`config.mk`:
```
export PLATFORM = sky130hd
export DESIGN_NAME = alu_req_scheduler
export DESIGN_NICKNAME = d
export VERILOG_FILES = /design/src/rtl/alu_sched_pkg.sv /design/src/rtl/alu_rr_arbiter.sv /design/src/rtl/alu_req_scheduler.sv
export SDC_FILE = /design/constraint.sdc
export NUM_CORES = 1
export LEC_CHECK = 0
export CORE_UTILIZATION = 25
export DETAILED_ROUTE_END_ITERATION = 7
export PLACE_DENSITY_LB_ADDON = 0.05
export SYNTH_ARGS = -nofsm -noshare
export SYNTH_HDL_FRONTEND = slang
export SYNTH_SLANG_ARGS = --single-unit
```
`constraint.sdc`:
```
create_clock -name clk -period 2 [get_ports clk]
set_input_delay 0.4 -clock clk [delete_from_list [all_inputs] [get_ports clk]]
set_output_delay 0.4 -clock clk [all_outputs]
set_load 0.02 [all_outputs]
```
`src/rtl/alu_sched_pkg.sv`:
```
// Shared definitions for the ALU request scheduler.
// Contents:
//   StIdle/StIssue/StWait/StResp : scheduler FSM state encodings
//   CMD_MUL_INC/CMD_MUL_SHIFT    : the two multiply commands (valid when mode=1)
//   lat_sel()                    : ALU latency for a given mode/cmd
package alu_sched_pkg;

    localparam logic [1:0] StIdle  = 2'd0;
    localparam logic [1:0] StIssue = 2'd1;
    localparam logic [1:0] StWait  = 2'd2;
    localparam logic [1:0] StResp  = 2'd3;

    localparam logic [3:0] CMD_MUL_INC   = 4'd9;
    localparam logic [3:0] CMD_MUL_SHIFT = 4'd10;

    // cmd is zero-extended by the caller so any CMD_WIDTH up to 16 compares correctly.
    function automatic logic [2:0] lat_sel(input logic        mode,
                                           input logic [15:0] cmd,
                                           input int unsigned alu_lat,
                                           input int unsigned mul_lat);
        if (mode && (cmd == 16'(CMD_MUL_INC) || cmd == 16'(CMD_MUL_SHIFT))) begin
            return 3'(mul_lat);
        end
        return 3'(alu_lat);
    endfunction

endpackage

```
`src/rtl/alu_rr_arbiter.sv`:
```
// Combinational round-robin arbiter. The search starts just after ptr and wraps, so the
// requester granted last has the lowest priority. ptr is held by the parent.
// Ports:
//   req       : request vector
//   ptr       : index of the most recently served requester
//   enable    : gates the grant; zero grant when low
//   grant     : one-hot grant (or zero)
//   grant_idx : index of the granted requester (0 when no grant)
module alu_rr_arbiter #(
    parameter int unsigned NUM_REQ = 4,
    localparam int unsigned IDX_W  = $clog2(NUM_REQ)
) (
    input  logic [NUM_REQ-1:0] req,
    input  logic [IDX_W-1:0]   ptr,
    input  logic               enable,
    output logic [NUM_REQ-1:0] grant,
    output logic [IDX_W-1:0]   grant_idx
);

    logic found;

    always_comb begin
        grant     = '0;
        grant_idx = '0;
        found     = 1'b0;
        if (enable) begin
            for (int unsigned k = 1; k <= NUM_REQ; k++) begin
                if (!found && req[(32'(ptr) + k) % NUM_REQ]) begin
                    found     = 1'b1;
                    grant_idx = IDX_W'((32'(ptr) + k) % NUM_REQ);
                end
            end
            grant[grant_idx] = found;
        end
    end

endmodule

```
`src/rtl/alu_req_scheduler.sv`:
```
// Shares one ALU between NUM_REQ requesters. One operation is in flight at a time:
// IDLE grants round-robin, ISSUE pulses alu_ce for one cycle, WAIT counts the
// command-dependent latency while the ALU ports hold, RESP presents the captured result.
// Ports:
//   clk, rst                         : clock, synchronous active-high reset
//   req_valid/req_ready              : per-requester handshake (ready is one-hot or zero)
//   req_opa/opb/cmd/mode/cin         : packed per-requester operation fields
//   alu_ce/inp_valid/opa/opb/cmd/mode/cin, alu_res : ALU interface
//   resp_valid/resp_ready/resp_id/resp_data        : result handshake
// Optional (define ALU_SCHED_PERF_EN): perf_ops, perf_stall 32-bit wrapping counters.
module alu_req_scheduler
    import alu_sched_pkg::*;
#(
    parameter int unsigned NUM_REQ    = 4,
    parameter int unsigned DATA_WIDTH = 8,
    parameter int unsigned CMD_WIDTH  = 4,
    parameter int unsigned ALU_LAT    = 1,
    parameter int unsigned MUL_LAT    = 2,
    localparam int unsigned IDX_W     = $clog2(NUM_REQ)
) (
    input  logic                            clk,
    input  logic                            rst,
    input  logic [NUM_REQ-1:0]              req_valid,
    output logic [NUM_REQ-1:0]              req_ready,
    input  logic [NUM_REQ*DATA_WIDTH-1:0]   req_opa,
    input  logic [NUM_REQ*DATA_WIDTH-1:0]   req_opb,
    input  logic [NUM_REQ*CMD_WIDTH-1:0]    req_cmd,
    input  logic [NUM_REQ-1:0]              req_mode,
    input  logic [NUM_REQ-1:0]              req_cin,
    output logic                            alu_ce,
    output logic [1:0]                      alu_inp_valid,
    output logic [DATA_WIDTH-1:0]           alu_opa,
    output logic [DATA_WIDTH-1:0]           alu_opb,
    output logic [CMD_WIDTH-1:0]            alu_cmd,
    output logic                            alu_mode,
    output logic                            alu_cin,
    input  logic [2*DATA_WIDTH-1:0]         alu_res,
    output logic                            resp_valid,
    input  logic                            resp_ready,
    output logic [IDX_W-1:0]                resp_id,
    output logic [2*DATA_WIDTH-1:0]         resp_data
`ifdef ALU_SCHED_PERF_EN
    ,
    output logic [31:0]                     perf_ops,
    output logic [31:0]                     perf_stall
`endif
);

    logic [1:0]              state_q, state_d;
    logic [IDX_W-1:0]        ptr_q, idx_q, id_q, grant_idx;
    logic [NUM_REQ-1:0]      grant;
    logic [2:0]              cnt_q;
    logic [DATA_WIDTH-1:0]   opa_q, opb_q;
    logic [CMD_WIDTH-1:0]    cmd_q;
    logic                    mode_q, cin_q;
    logic [2*DATA_WIDTH-1:0] data_q;
    logic                    arb_en, hs;

    // Gating with rst keeps every output at zero while reset is asserted.
    assign arb_en = (state_q == StIdle) && !rst;

    alu_rr_arbiter #(
        .NUM_REQ (NUM_REQ)
    ) u_arb (
        .req       (req_valid),
        .ptr       (ptr_q),
        .enable    (arb_en),
        .grant     (grant),
        .grant_idx (grant_idx)
    );

    assign req_ready = grant;
    assign hs        = |grant;  // a grant is only ever given to a valid requester

    always_comb begin
        state_d = state_q;
        case (state_q)
            StIdle:  if (hs) state_d = StIssue;
            StIssue: state_d = StWait;
            StWait:  if (cnt_q == 3'd1) state_d = StResp;
            StResp:  if (resp_ready) state_d = StIdle;
            default: state_d = StIdle;
        endcase
    end

    always_ff @(posedge clk) begin
        if (rst) begin
            state_q <= StIdle;
            ptr_q   <= IDX_W'(NUM_REQ - 1);
            cnt_q   <= '0;
            opa_q   <= '0;
            opb_q   <= '0;
            cmd_q   <= '0;
            mode_q  <= 1'b0;
            cin_q   <= 1'b0;
            idx_q   <= '0;
            id_q    <= '0;
            data_q  <= '0;
        end else begin
            state_q <= state_d;
            if (hs) begin
                opa_q  <= req_opa[grant_idx*DATA_WIDTH +: DATA_WIDTH];
                opb_q  <= req_opb[grant_idx*DATA_WIDTH +: DATA_WIDTH];
                cmd_q  <= req_cmd[grant_idx*CMD_WIDTH +: CMD_WIDTH];
                mode_q <= req_mode[grant_idx];
                cin_q  <= req_cin[grant_idx];
                idx_q  <= grant_idx;
            end
            if (state_q == StIssue) begin
                cnt_q <= lat_sel(mode_q, 16'(cmd_q), ALU_LAT, MUL_LAT);
            end else if (state_q == StWait) begin
                cnt_q <= cnt_q - 3'd1;
            end
            // res is valid in the last WAIT cycle; capture at full width.
            if (state_q == StWait && cnt_q == 3'd1) begin
                data_q <= alu_res;
                id_q   <= idx_q;
            end
            if (state_q == StResp && resp_ready) begin
                ptr_q <= idx_q;
            end
        end
    end

    assign alu_ce        = (state_q == StIssue) && !rst;
    assign alu_inp_valid = {2{alu_ce}};
    assign alu_opa       = opa_q;
    assign alu_opb       = opb_q;
    assign alu_cmd       = cmd_q;
    assign alu_mode      = mode_q;
    assign alu_cin       = cin_q;
    assign resp_valid    = (state_q == StResp) && !rst;
    assign resp_id       = id_q;
    assign resp_data     = data_q;

`ifdef ALU_SCHED_PERF_EN
    logic [31:0] ops_q, stall_q;

    always_ff @(posedge clk) begin
        if (rst) begin
            ops_q   <= '0;
            stall_q <= '0;
        end else begin
            if (resp_valid && resp_ready)  ops_q   <= ops_q + 32'd1;
            if (resp_valid && !resp_ready) stall_q <= stall_q + 32'd1;
        end
    end

    assign perf_ops   = ops_q;
    assign perf_stall = stall_q;
`endif

endmodule

```
sizes.png
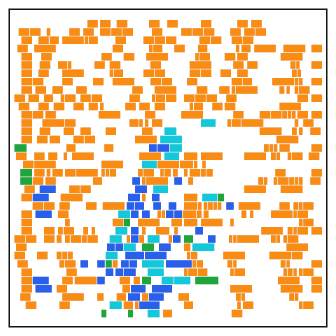
- orange: _0 and _1 cells (cells 397; share 84%; most used clkdlybuf4s50_1)
- cyan: _6 and larger (cells 21; share 4.4%; most used buf_6)
- green: _2 cells (cells 12; share 2.5%; most used clkdlybuf4s15_2)
- blue: _3 and _4 cells (cells 45; share 9.5%; most used buf_4)
Buffers, non-clock: 196
Setup WS post-layout: -158 ps

layer_met2.png
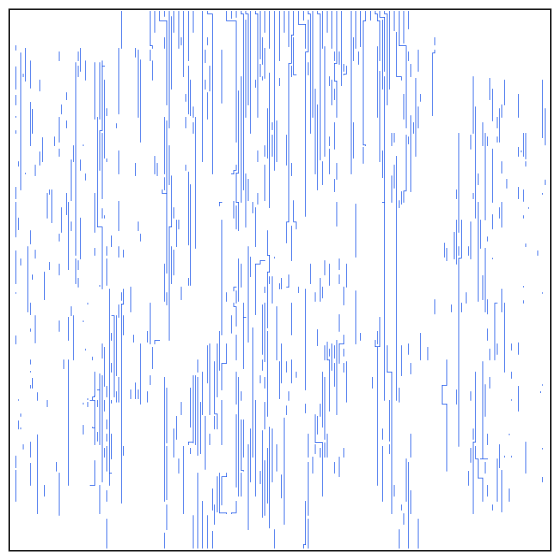
- wire length on this layer: 4070 um
- longest straight run: 62.2 um

==> results.sh <==
# flow metrics
export IMPL_outcome="finished with violations"
export IMPL_violations="negative setup slack"
export IMPL_power_leader="combinational cells"
export IMPL_fp_util=0.261
export IMPL_ir_drop_uv=510
export IMPL_num_rows=36
export IMPL_synthCells=291
export IMPL_p_comb_frac=0.523
export IMPL_rsz0062_at_grt="true"
export IMPL_maxSlewHeadroom=0.738
export IMPL_synth_top_cell_by_count="nand2_1"
export IMPL_nFlopsAndLatches=49
export IMPL_ys_top_cells_by_count="60 x nand2_1, 49 x dfxtp_1, 41 x mux2i_1"
export IMPL_syn_cell_area_sq_um=2590
export IMPL_fill_cells=992
export IMPL_hold_start="resp_data[2]"
export IMPL_area_share_nonclk_buffers=0.408
export IMPL_holdPathEnd="resp_data[2]"
export IMPL_dp_cells=592
export IMPL_power_mw=4.11
export IMPL_largest_register_ff_count=16
export IMPL_grtUsageMet1=0.176
export IMPL_area_growth_pct=83.8
export IMPL_synth_cellmix_compoundShare=0.155
export IMPL_period_minus_slack_ps=2160
export IMPL_xor_area_frac=0.00338
export IMPL_postPlaceCellArea_sq_um=4440
export IMPL_first_pass_iters=6
export IMPL_p_seq_mw=1.36
export IMPL_comb_share=0.326
export IMPL_syn_nets=409
export IMPL_area_leaders="dfxtp_1 38%, mux2i_1 16%, nand2_1 8.7%"
export IMPL_worstPathArrival_ps=1760
export IMPL_regArea_sq_um=986
export IMPL_drtAntennaViolNets=0
export IMPL_hpwl_mm=6.17
export IMPL_overflow=0
export IMPL_p_seq_frac=0.331
export IMPL_seq_share=0.207
export IMPL_crit_family="simple AND/OR/NAND/NOR gates"
export IMPL_setup_viol=4
export IMPL_antenna_found_initial=0
export IMPL_worstMarginPinSlew_ps=389
export IMPL_final_cell_count_no_fill=608
export IMPL_cp_slowest_cell="or4_4"
export IMPL_clock_area_frac=0.0176
export IMPL_cts_buffers=5
export IMPL_cts_post_setup_buffers_inserted=5
export IMPL_area_dominant_class="buffers"
export IMPL_powerComb_mw=2.15
export IMPL_synth_edff_count=0
export IMPL_clock_net_power_mw=0.598
export IMPL_cpMostUsedCell="buf_6"
export IMPL_synth_yosys_warnings=0
export IMPL_cts_hold_buffers_added=0
export IMPL_cp_depth=7
export IMPL_place_ws_ps=-716
export IMPL_antenna_cells=0
export IMPL_warning_count=34
export IMPL_ys_cells=291
export IMPL_cp_slowest_stage_delay_ps=550
export IMPL_reg2reg_to="alu_cmd[0]"
export IMPL_grt_use_total=0.153
export IMPL_vias=2713
export IMPL_setup_slack_ps=-158
export IMPL_synthTopLogicFamily="multiplexers"
export IMPL_gp_congestion=0.739
export IMPL_drt_total_wl_mm=8.32
export IMPL_grt_max_degree=33
export IMPL_crit_chain="dlygate4sd2_1 -> or4_4 -> buf_6 -> nand2_1 -> or2_4 -> nor2_4 -> buf_6"
export IMPL_routedWlPerCell_um=13.7
export IMPL_crit_path_end="req_ready[0]"
export IMPL_p_per_area_nw_per_um2=863
export IMPL_critPathBufInv=3
export IMPL_cellLeakagePower_nw=1.87
export IMPL_r2r_slack_ps=0
export IMPL_clockPowerShare=0.146
export IMPL_intPower_mw=2.61
export IMPL_top_layer="met4"
export IMPL_grt_util_met2=0.272
export IMPL_clkbuf_count=7
export IMPL_ys_chip_area_sq_um=2590
export IMPL_hold_class="flip-flop to flip-flop"
export IMPL_crit_path_max_fanout=4
export IMPL_rr_startpoint="ptr_q[0]"
export IMPL_synth_seq_area_share=0.379
export IMPL_port_buffers=158
